<file path="src/rtl/uart_top_tx.sv">
// UART 8N1 transmitter with a programmable baud-tick generator.
// rst_n keeps its legacy name but is a synchronous, active-high reset.

module uart_baud_gen (
    input  logic        clk,
    input  logic        rst_n,
    input  logic [10:0] dvsr,
    output logic        tick_o
);

    logic [10:0] cnt_q;
    logic [10:0] cnt_d;

    // Compare with >= so a shrinking divisor cannot strand the count above it.
    always_comb begin
        tick_o = (cnt_q >= dvsr);
        cnt_d  = tick_o ? 11'd0 : cnt_q + 11'd1;
    end

    always_ff @(posedge clk) begin
        if (rst_n) begin
            cnt_q <= 11'd0;
        end else begin
            cnt_q <= cnt_d;
        end
    end

endmodule

module uart_top_tx #(
    parameter int DBIT    = 8,
    parameter int SB_TICK = 16
) (
    input  logic        clk,
    input  logic        rst_n,
    input  logic        tx_start,
    input  logic [10:0] dvsr,
    input  logic [7:0]  d_in,
    output logic        tx_done,
    output logic        tx_out
);

    typedef enum logic [1:0] {
        IDLE,
        START,
        DATA,
        STOP
    } state_t;

    localparam logic [3:0] S_LAST = 4'(SB_TICK - 1);
    localparam logic [2:0] N_LAST = 3'(DBIT - 1);

    state_t      state_q;
    state_t      state_d;
    logic [3:0]  s_q;
    logic [3:0]  s_d;
    logic [2:0]  n_q;
    logic [2:0]  n_d;
    logic [7:0]  b_q;
    logic [7:0]  b_d;
    logic        tx_q;
    logic        tx_d;
    logic        done_c;
    logic        tick;

    uart_baud_gen u_baud (
        .clk    (clk),
        .rst_n  (rst_n),
        .dvsr   (dvsr),
        .tick_o (tick)
    );

    always_comb begin
        state_d = state_q;
        s_d     = s_q;
        n_d     = n_q;
        b_d     = b_q;
        tx_d    = tx_q;
        done_c  = 1'b0;
        unique case (state_q)
            IDLE: begin
                tx_d = 1'b1;
                if (tx_start) begin
                    state_d = START;
                    s_d     = 4'd0;
                    b_d     = d_in;
                end
            end
            START: begin
                tx_d = 1'b0;
                if (tick) begin
                    if (s_q == S_LAST) begin
                        state_d = DATA;
                        s_d     = 4'd0;
                        n_d     = 3'd0;
                    end else begin
                        s_d = s_q + 4'd1;
                    end
                end
            end
            DATA: begin
                tx_d = b_q[0];
                if (tick) begin
                    if (s_q == S_LAST) begin
                        s_d = 4'd0;
                        b_d = b_q >> 1;
                        if (n_q == N_LAST) begin
                            state_d = STOP;
                        end else begin
                            n_d = n_q + 3'd1;
                        end
                    end else begin
                        s_d = s_q + 4'd1;
                    end
                end
            end
            STOP: begin
                tx_d = 1'b1;
                if (tick) begin
                    if (s_q == S_LAST) begin
                        state_d = IDLE;
                        s_d     = 4'd0;
                        done_c  = 1'b1;
                    end else begin
                        s_d = s_q + 4'd1;
                    end
                end
            end
            default: begin
                state_d = IDLE;
            end
        endcase
    end

    always_ff @(posedge clk) begin
        if (rst_n) begin
            state_q <= IDLE;
            s_q     <= 4'd0;
            n_q     <= 3'd0;
            b_q     <= 8'd0;
            tx_q    <= 1'b1;
        end else begin
            state_q <= state_d;
            s_q     <= s_d;
            n_q     <= n_d;
            b_q     <= b_d;
            tx_q    <= tx_d;
        end
    end

    // A reset landing on the final stop tick must not leak a done pulse.
    assign tx_done = done_c & ~rst_n;
    assign tx_out  = tx_q;

endmodule

</file>
<file path="config.mk">
export PLATFORM = sky130hd
export DESIGN_NAME = uart_top_tx
export DESIGN_NICKNAME = d
export VERILOG_FILES = /design/src/rtl/uart_top_tx.sv
export SDC_FILE = /design/constraint.sdc
export NUM_CORES = 1
export LEC_CHECK = 0
export CORE_MARGIN = 2
export CORE_UTILIZATION = 30
export CTS_BUF_LIST = sky130_fd_sc_hd__clkbuf_4 sky130_fd_sc_hd__clkbuf_8
export DETAILED_ROUTE_END_ITERATION = 6
export MAX_ROUTING_LAYER = met4
export SYNTH_ARGS = -nofsm -noshare
export SYNTH_HDL_FRONTEND = slang
export SYNTH_SLANG_ARGS = --single-unit
</file>
<file path="constraint.sdc">
create_clock -name clk -period 2.85 [get_ports clk]
set_clock_uncertainty 0.2 [all_clocks]
set_input_delay 0.57 -clock clk [delete_from_list [all_inputs] [get_ports clk]]
set_output_delay 0.57 -clock clk [all_outputs]
set_load 0.005 [all_outputs]
</file>
==> results.toml <==
# flow metrics
[outcome]
status = "completed"

[clocking]
cts.hold.buffers_added = 0
clkLatencyLatePin_ns = 0.28
htree_levels = 2

[timing]
timing.hold.ws_ns = 0.279
slew_headroom_pct = 68.1
finalWorstSetupSlack_ns = 0.114
setup_viol = 0
max_freq_mhz = 366
hold_viol_final = 0

[logic_synthesis]
top_cell = "dfxtp_1"
netlist.area_leader.share_pct = 32.2
largest_area_cell = "dfxtp_1"
syn_inst = 199
synth_cell_types = 43
yosysSeqAreaShare_pct = 32.2
synthMuxAreaShare_pct = 9.36

[setup_path]
cp_top_family = "AND-OR/OR-AND gates"
r2r_setup_slack_ns = 0.54
crit_arrival_ns = 1.97
timing.rr.end = "b_q[3]"

[final_layout]
lay_top_cells = "dfxtp_1 (29), nor2_1 (17), buf_4 (15)"
bufAreaShareNonClock_pct = 14.2
comb_share_pct = 52.4

[routing]
top_layer = "met4"
vias_per_cell = 4.76
wl_met1_um = 1750

[global_route]
grt_pass1_vias = 1415
grt_pass1_wl_um = 6580

[placement]
dpl_cell_area_um2 = 2210
dp_hpwl_um = 2650

[worst_hold_path]
hp-class = "register to register"

[floorplanning]
io_pins = 24

[power_and_ir_drop]
ir_drop_mv = 0.356
worst min-delay path by stage:
stage          startpoint      to  slack (ns)  depth (start not counted)
2_1_floorplan      b_q[7]  b_q[7]        0.25                          2
3_3_place_gp       n_q[1]  n_q[1]        0.26                          2
3_5_place_dp       n_q[2]  n_q[2]        0.27                          2
4_1_cts            n_q[2]  n_q[2]        0.28                          2
5_1_grt            n_q[1]  n_q[1]        0.30                          2
6_report           n_q[2]  n_q[2]        0.28                          2
power breakdown:
part           internal [mW]  switching [mW]  leakage (nW)
Sequential             0.473          0.0375         0.236
Clock                  0.178           0.162        0.0484
Combinational          0.314           0.298         0.720
Total                  0.965           0.497          1.00
state kept, by name (all words and copies together) (netlist names):
name	cells
u_baud.cnt_q	11
b_q	8
s_q	4
n_q	3
state_q	2
tx_out	1
**Sequential cells coloured by netlist name**

Other sequential cells in the stronger grey, the rest of the logic in the fainter grey.
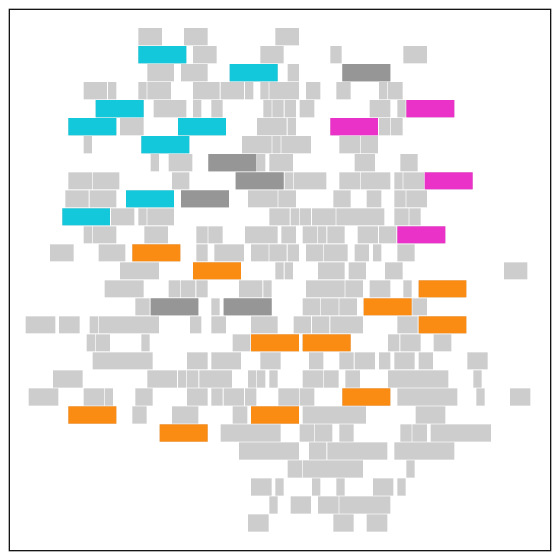
legend:
  `b_q`:
    colour: cyan
    sequential_cells: 8
    where: upper left
  `u_baud.cnt_q`:
    colour: orange
    sequential_cells: 11
  `s_q`:
    colour: magenta
    sequential_cells: 4
    where: upper right
Seq power: 0.510 mW
Seq area share: 23.4%
post-layout util: 42.4%
Seq. cell area: 581 um^2

**Met2 routing**

Scale bar: 20 um.
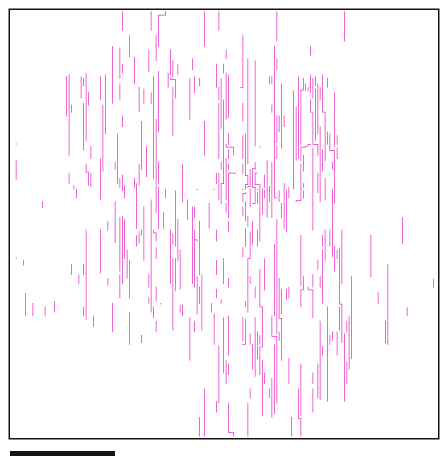
wire length on this layer: 1,780 um
longest straight run: 28.9 um
nets with wire on the layer: 229

**Cell outlines without signal wires**

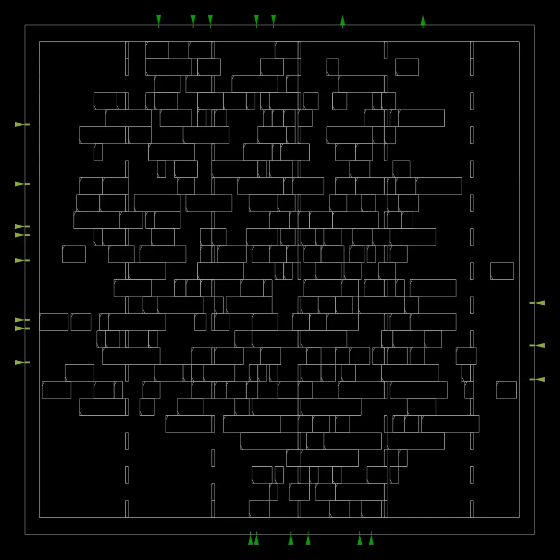
FFs & Latches: 29
Well Taps: 75
fin cells: 314
fill count: 556
Rows: 28

**Signal wires by layer**

Only two layers are drawn.
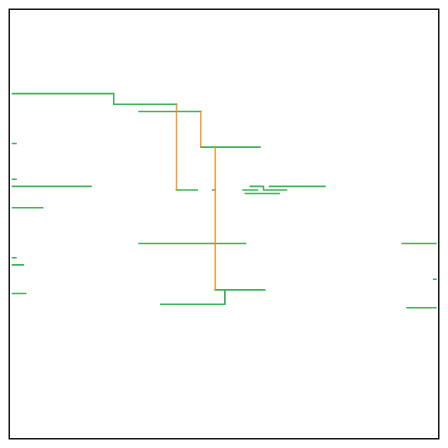
legend:
  M4:
    colour: orange
    wire_length: 50.3 um
  M3:
    colour: green
    wire_length: 172 um
DR WL/cell: 11.9 um
detailed-route via count: 1,494
final WL: 3750 um
GRT Util Overall: 13.3%

**I/O nets highlighted**

Scale bar: 20 um.
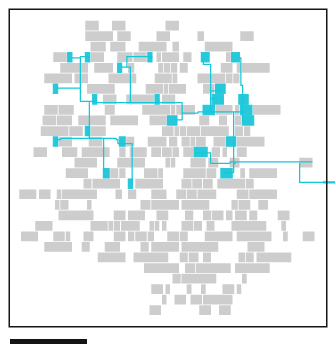
legend:
  `rst_n`:
    colour: cyan
    bits: 1
    direction: input
    edge: right
    end_cells: 24
    buffers: 2
    wire: 246 um

Power and IR drop assume default switching activity.
